--- config.mk ---
export PLATFORM = sky130hd
export DESIGN_NAME = bbox_scanner
export DESIGN_NICKNAME = d
export VERILOG_FILES = /design/src/rtl/bbox_scanner.sv
export SDC_FILE = /design/constraint.sdc
export NUM_CORES = 1
export LEC_CHECK = 0
export ABC_AREA = 1
export CAP_MARGIN = 20
export CORE_ASPECT_RATIO = 1.1
export CORE_MARGIN = 2
export CORE_UTILIZATION = 45
export DETAILED_ROUTE_END_ITERATION = 16
export GPL_ROUTABILITY_DRIVEN = 0
export PLACE_DENSITY = 0.78
export SKIP_LAST_GASP = 1
export SYNTH_ARGS = -nofsm -noshare
export SYNTH_HDL_FRONTEND = slang
export SYNTH_SLANG_ARGS = --single-unit
--- constraint.sdc ---
create_clock -name clk -period 2 [get_ports clk]
set_clock_uncertainty 0.2 [all_clocks]
set_input_delay 0.2 -clock clk [delete_from_list [all_inputs] [get_ports clk]]
set_output_delay 0.2 -clock clk [all_outputs]
set_load 0.03 [all_outputs]
--- src/rtl/bbox_scanner.sv ---
// Raster scanner: accepts a Q10.6 bounding box and streams every whole-pixel
// sample inside it in row-major order. Optional clipping via BBOX_CLIP_EN.
module bbox_scanner #(
  parameter int SCREEN_W = 320,
  parameter int SCREEN_H = 240
) (
  input  logic               clk,
  input  logic               rst_n,
  input  logic               in_valid,
  output logic               in_ready,
  input  logic signed [15:0] XMIN,
  input  logic signed [15:0] XMAX,
  input  logic signed [15:0] YMIN,
  input  logic signed [15:0] YMAX,
  output logic               out_valid,
  input  logic               out_ready,
  output logic signed [15:0] out_x,
  output logic signed [15:0] out_y,
  output logic               out_last,
  output logic               box_empty
);

  localparam logic signed [15:0] STEP = 16'sd64;

  typedef enum logic {IDLE, SCAN} state_t;
  state_t state;

  logic signed [15:0] xmin_r, xmax_r, ymax_r;
  logic signed [15:0] xmin_t, xmax_t, ymin_t, ymax_t;
  logic signed [15:0] xmin_c, xmax_c, ymin_c, ymax_c;
  logic signed [15:0] next_x, next_y;
  logic               box_is_empty, row_end, next_last, unused_bits;

  // Fractional bits are dropped so every sample lands on a whole pixel.
  assign xmin_t = {XMIN[15:6], 6'b0};
  assign xmax_t = {XMAX[15:6], 6'b0};
  assign ymin_t = {YMIN[15:6], 6'b0};
  assign ymax_t = {YMAX[15:6], 6'b0};

`ifdef BBOX_CLIP_EN
  localparam logic signed [15:0] X_LIM = 16'((SCREEN_W - 1) * 64);
  localparam logic signed [15:0] Y_LIM = 16'((SCREEN_H - 1) * 64);

  function automatic logic signed [15:0] floor_zero(input logic signed [15:0] v);
    return (v < 16'sd0) ? 16'sd0 : v;
  endfunction

  function automatic logic signed [15:0] ceil_to(input logic signed [15:0] v,
                                                  input logic signed [15:0] lim);
    return (v > lim) ? lim : v;
  endfunction

  assign xmin_c = floor_zero(xmin_t);
  assign ymin_c = floor_zero(ymin_t);
  assign xmax_c = ceil_to(xmax_t, X_LIM);
  assign ymax_c = ceil_to(ymax_t, Y_LIM);
  assign unused_bits = ^{XMIN[5:0], XMAX[5:0], YMIN[5:0], YMAX[5:0]};
`else
  assign xmin_c = xmin_t;
  assign ymin_c = ymin_t;
  assign xmax_c = xmax_t;
  assign ymax_c = ymax_t;
  assign unused_bits = ^{XMIN[5:0], XMAX[5:0], YMIN[5:0], YMAX[5:0]}
                       ^ SCREEN_W[0] ^ SCREEN_H[0];
`endif

  assign box_is_empty = (xmin_c > xmax_c) || (ymin_c > ymax_c);

  // Row/box end is found by equality so a box touching 32704 never wraps.
  always_comb begin
    row_end = (out_x == xmax_r);
    if (row_end) begin
      next_x = xmin_r;
      next_y = out_y + STEP;
    end else begin
      next_x = out_x + STEP;
      next_y = out_y;
    end
    next_last = (next_x == xmax_r) && (next_y == ymax_r);
  end

  always_ff @(posedge clk or negedge rst_n) begin
    if (!rst_n) begin
      state     <= IDLE;
      in_ready  <= 1'b0;
      out_valid <= 1'b0;
      out_last  <= 1'b0;
      box_empty <= 1'b0;
      out_x     <= 16'sd0;
      out_y     <= 16'sd0;
      xmin_r    <= 16'sd0;
      xmax_r    <= 16'sd0;
      ymax_r    <= 16'sd0;
    end else begin
      box_empty <= 1'b0;
      case (state)
        IDLE: begin
          in_ready <= 1'b1;
          if (in_valid && in_ready) begin
            if (box_is_empty) begin
              box_empty <= 1'b1;
            end else begin
              xmin_r    <= xmin_c;
              xmax_r    <= xmax_c;
              ymax_r    <= ymax_c;
              out_x     <= xmin_c;
              out_y     <= ymin_c;
              out_last  <= (xmin_c == xmax_c) && (ymin_c == ymax_c);
              out_valid <= 1'b1;
              in_ready  <= 1'b0;
              state     <= SCAN;
            end
          end
        end
        SCAN: begin
          if (out_ready) begin
            if (out_last) begin
              out_valid <= 1'b0;
              out_last  <= 1'b0;
              in_ready  <= 1'b1;
              state     <= IDLE;
            end else begin
              out_x    <= next_x;
              out_y    <= next_y;
              out_last <= next_last;
            end
          end
        end
        default: state <= IDLE;
      endcase
    end
  end

endmodule

==> results.py <==
# Physical implementation metrics
metrics = {
    "global_routing": {
        "antenna_found_initial": 1,
        "grt_first_pass_wirelength_um": 27100,
        "grt_max_degree": 44,
    },
    "layout": {
        "n_antenna_cell": 1,
        "buf_share_pct": 29.8,
        "num-nets-final": 984,
        "clk_share_pct": 2.97,
        "num-fill-cells": 493,
        "largest_class": "logic gates",
        "largest-register": "out_x",
        "n_all_buffers": 265,
        "lay_top_count": "nand2_1",
        "inverters": 80,
    },
    "sta": {
        "hold_viol_final": 1,
        "fin_crit_ns": 2.65,
        "hold_slack_ns": -0.0182,
        "finalClockPeriodUsage_pct": 133,
        "setup_viol": 31,
        "setup_ws_ns": -0.655,
    },
    "drt": {
        "dr_wl_met2_um": 9620,
        "ant_nets": 0,
    },
    "floorplan": {
        "taps": 117,
    },
    "synthesis": {
        "synth_chip_area_um2": 4320,
        "postSynth.asyncResetShare_pct": 100,
        "ys.flop_type": "dfrtp_1",
        "yosysSeqAreaShare_pct": 35.3,
        "common_cells": "nand2_1 (217), inv_1 (74), dfrtp_1 (61)",
        "ys_top_logic_family": "simple AND/OR/NAND/NOR gates",
    },
    "outcome": {
        "violations": "hold timing, setup timing",
        "status": "finished with violations",
    },
    "setup_path": {
        "crit_path_frequent_cell": "nand2_1",
        "critPathLaunch": "xmax_r[6]",
        "cp_top_family": "simple AND/OR/NAND/NOR gates",
        "crit_chain": "inv_1 -> nand2_1 -> nand3_1 -> nor2_4 -> nand3_4 -> buf_6 -> nand2_2 -> nand2_1 -> nand2_1 -> nand2_1 -> nor2_1 -> nand2_1 -> nor2_2 -> nand3_2 -> a21oi_2",
    },
    "power_and_ir_drop": {
        "power_frac_seq_pct": 21.8,
        "p_comb_w": 0.00752,
    },
    "clock_tree": {
        "worstSkewPairLatency_ns": 0.35,
        "cts_buffers": 9,
    },
}
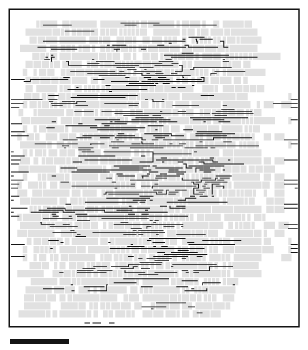
met3.png
Scale bar: 20 um.
The layer holds 12% of the routed length. 247 nets have wire on it. The wires run mostly horizontal. The layer carries 2480 um of wire. The longest straight run is 49.9 um.
DRT Wirelength: 21000 um
met3 usage: 5.22%
DR vias: 6160

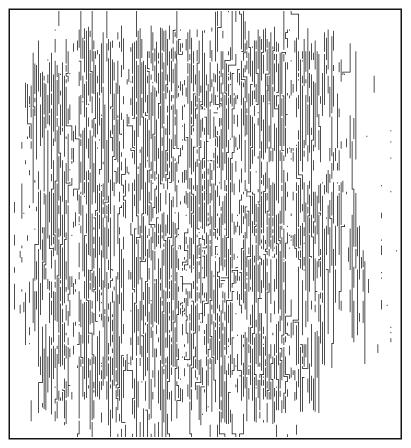
met2.png
The longest straight run is 34.0 um. The layer carries 9620 um of wire. 880 nets have wire on it. The layer holds 46% of the routed length.
met2 Use GR: 57.0%

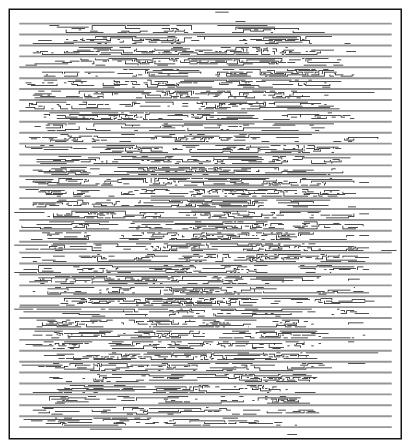
met1.png
Supply wires on this layer in gray.
The wires run mostly horizontal. The longest straight run is 27.1 um.
met1 Track Usage GR: 38.6%

